Figure 1. Power grid (run 1).
Bar = 20 µm. Pins as bars on the die edge.
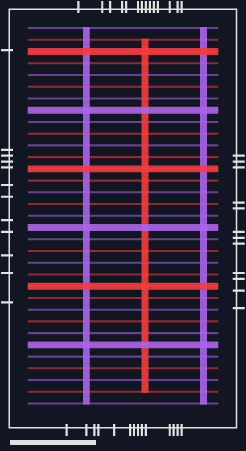
Figure 2. Placement by cell class (run 1).
Fill, decap, tap and diode cells in gray.
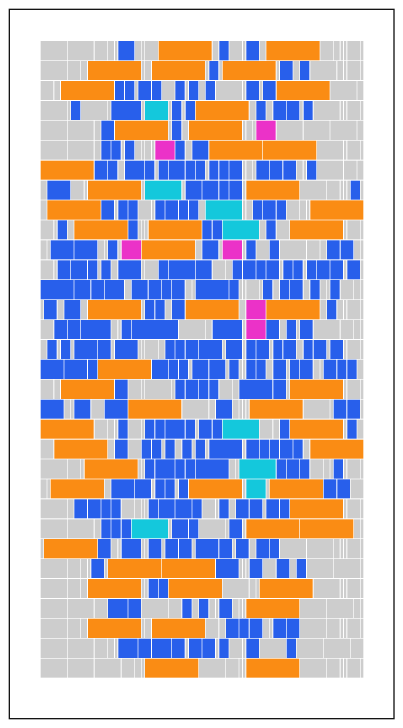
Figure 3. Clock distribution (run 1).
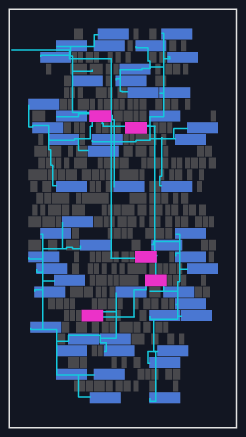
==> config.mk <==
export PLATFORM = sky130hd
export DESIGN_NAME = truth_table_sweeper
export DESIGN_NICKNAME = d
export VERILOG_FILES = /design/src/rtl/truth_table_sweeper_pkg.sv /design/src/rtl/truth_table_sweeper_hold_counter.sv /design/src/rtl/truth_table_sweeper.sv
export SDC_FILE = /design/constraint.sdc
export NUM_CORES = 1
export LEC_CHECK = 0
export ABC_AREA = 1
export CAP_MARGIN = 10
export CORE_ASPECT_RATIO = 2
export CORE_MARGIN = 4
export CORE_UTILIZATION = 62
export CTS_BUF_LIST = sky130_fd_sc_hd__clkbuf_8 sky130_fd_sc_hd__clkbuf_16
export DETAILED_ROUTE_END_ITERATION = 12
export DONT_BUFFER_PORTS = 1
export PLACE_DENSITY = 0.87
export SYNTH_ARGS = -nofsm -noshare
export SYNTH_HDL_FRONTEND = slang
export SYNTH_SLANG_ARGS = --single-unit
export TNS_END_PERCENT = 5
==> constraint.sdc <==
create_clock -name clk_i -period 2.1 [get_ports clk_i]
set_input_delay 0.42 -clock clk_i [delete_from_list [all_inputs] [get_ports clk_i]]
set_output_delay 0.42 -clock clk_i [all_outputs]
set_load 0.01 [all_outputs]
==> flow_summary.toml <==
# implementation run metrics
[run_status]
status = "completed"

[synth]
synthCells = 329
synth-main-ff-cell = "dfxtp_1"
ys_warn_count = 0
async_flop_share_pct = 0
fp_nets = 354
synth_area_um2 = 2437
ys_seq_share_pct = 41.89
synth_chip_area_um2 = 2437
adder_share_pct = 2.567
aoi_share_pct = 18.28
ys_ff = 51
logic_family = "simple AND/OR/NAND/NOR gates"
syn_avg_cell_area_um2 = 7.408
synth-xor-area-share_pct = 1.078
mux_share_pct = 0
yosysUniqueCellTypes = 35
ys_sh_simple_pct = 26.49
edf_count = 0
synth_stat.cells = 329

[routing]
drcViolationCount = 0
dr.first_iter.drc_count = 46
routed_wl_mm = 5.512
ant_nets = 0
wl_per_cell_um = 14.62
vias = 2135
via_per_inst = 5.663
first_pass_iters = 4

[clock_tree]
numCtsBuffers = 5
post_cts_buffers = 0
cts_tree = "done"
numClockSinks = 51
path_clk_slew_ns = 0.10
clk_path_buf_depth = 2
htree_levels = 2
ctsResizeCount = 0
clock_tree.root_cell = "clkbuf_8"
ctsHoldBuffers = 0

[setup_path]
worstPathMaxFanout = 10
crit_type = "flop to flop"
crit_top_cell = "nand2_2"
cp.required_ns = 2.35
crit_buf_inv = 1
reg2regPathDepth = 10
cp.depth = 10
path_delay_family = "simple AND/OR/NAND/NOR gates"
worstSetupStartpointType = "flop"
r2r_slack_ns = 0.33
critPathSlowestCell = "dfxtp_1"
arrival_ns = 2.02
cp_cell_sequence = "inv_2 -> nor2_1 -> nand2_2 -> nand2_4 -> nor2_2 -> nand2_2 -> nand3_4 -> nand2_4 -> nand2_2 -> a21oi_2"
critPathMaxStageDelay_ns = 0.63
cp-end-kind = "flop"

[global_route]
grt_max_degree = 46
grt_overflow = 0
grtUsageTotal_pct = 23.48
grt_pass1_wl_mm = 9.246
grt_pass1_vias = 2092
antenna_found_initial = 0

[final_layout]
synthToLayoutAreaGrowth_pct = 4.672
layout_top_cell = "nand2_1"
diodes = 0
final_area_um2 = 2551
fin_cells = 377
fin_nets = 350
final_cell_mix = "nand2_1, dfxtp_1, inv_1"
final_core_util_pct = 66.37
nFillCells = 351
drive_gt1_share_pct = 11.96

[timing]
skew_ns = 0.01181
fin_crit_sh_pct = 84.17
post-route-min-period_ns = 1.768
fmax_ghz = 0.5657
worstMarginPinSlew_ns = 0.4753
fin_setup_tns_ns = 0
rsz0062_at_grt = "no"
maxSlewViolCount = 0
hold_ws_ns = 0.1601
final-setup-viol-count = 0
setup_ws_ns = 0.3324
hold_viol = 0
slew_headroom_pct = 68.27

[placement]
gp_congestion = 0.7806
numPlacedInstances = 369
port_buffers = 0
place_area_um2 = 2452
place_hpwl_mm = 4.113
pre_cts_ws_ns = 0.3732

[job]
drv_cap = 0
warning_count = 29

[power]
dominant_power_group = "registers"
combinationalPower_mw = 0.173
p_leak_nw = 1.002
p_seq_share_pct = 57.1
clockPowerShare_pct = 33.3
p_comb_share_pct = 9.6
pwr_density_cell_nw_per_um2 = 708.6
p_seq_mw = 1.03
p_total_mw = 1.808
p_sw_share_pct = 26.26
p_int_mw = 1.333
p_switching_mw = 0.4747

[floorplan]
initial_core_util_pct = 63.41
io_pins = 52
dieArea_um2 = 5059

[hold_path]
hold_class = "primary input to flop"
holdPathStages = 1
Notes on Figure 1 above:
net	color
VSS	purple
VDD	red
signal pins	52
met5 straps	6
rows	32
met1 rails	33
Chip Width: 52.34 µm
Peak supply drop: 0.5574 mV
chip height: 96.67 µm
core area: 3844 µm²

Notes on Figure 2 above:
class	color	cells	share of their area
combinational and other logic	blue	261	53%
flops	orange	51	41%
other buffers and delay cells	magenta	6	1.8%
clock drivers and dummy loads	cyan	8	4.0%
num rows: 32
Seq area share: 40.02%

Notes on Figure 3 above:
[clock wires] cyan | length: 584 µm
[clock drivers] magenta | count: 5
[flip-flops] blue | count: 51
flops lie	spread over the die
clk ins delay skew pair: 0.31 ns
Clock Power: 0.603 mW

## run 1: worst register-to-register path: cells and delay by family (launching register included)
family                 cells  cell delay [ns]
AND-OR/OR-AND              1             0.12
buffers and inverters      1             0.08
flip-flops                 1             0.63
AND/OR/NAND/NOR            8             0.88
## run 1: layout make-up
cell class | instances | area [µm²] | share of cell area, %
clock buffers | 6 | 82.58 | 3.237
clock inverters | 2 | 16.27 | 0.6376
inverters | 38 | 142.6 | 5.591
multi-input cells | 223 | 1180 | 46.25
flip-flops and latches | 51 | 1021 | 40.02
well taps | 51 | 63.81 | 2.501
repair buffers | 6 | 45.04 | 1.766
## run 1: layer usage
| layer | share of wire [%] | vias up | global-route usage (%) |
|---|---|---|---|
| li1 | - | 1083 | - |
| met1 | 36 | 988 | 24.01 |
| met2 | 56 | 54 | 41.67 |
| met3 | 5.7 | 10 | 5.701 |
| met4 | 2.4 | 0 | 11.61 |
| met5 | 0 | - | 0 |
## run 1: cell usage after synthesis, types with 4 or more instances
| library cell | number | share of area [%] |
|---|---|---|
| a211oi_1 | 4 | 1.2 |
| a21oi_1 | 31 | 6.4 |
| a21oi_2 | 4 | 1.4 |
| clkbuf_1 | 8 | 1.2 |
| dfxtp_1 | 51 | 42 |
| ha_1 | 5 | 2.6 |
| inv_1 | 35 | 5.4 |
| nand2_1 | 57 | 8.8 |
| nand2_2 | 10 | 2.6 |
| nand3_1 | 23 | 4.7 |
| nand4_1 | 5 | 1.3 |
| nor2_1 | 30 | 4.6 |
| nor4_1 | 4 | 1.0 |
| o21ai_0 | 26 | 5.3 |
## run 1: cells by family (layout without fill, tap and decap cells)
kind of cell	Yosys count	count (layout)
buffers and inverters	55	52
xor gates and xnor gates	3	3
AOI/OAI and AO/OA	77	77
and+or+nand+nor	138	138
DFF	51	51
adders and majority gates	5	5
No activity file was given, so power comes from the tool's default toggle rates.
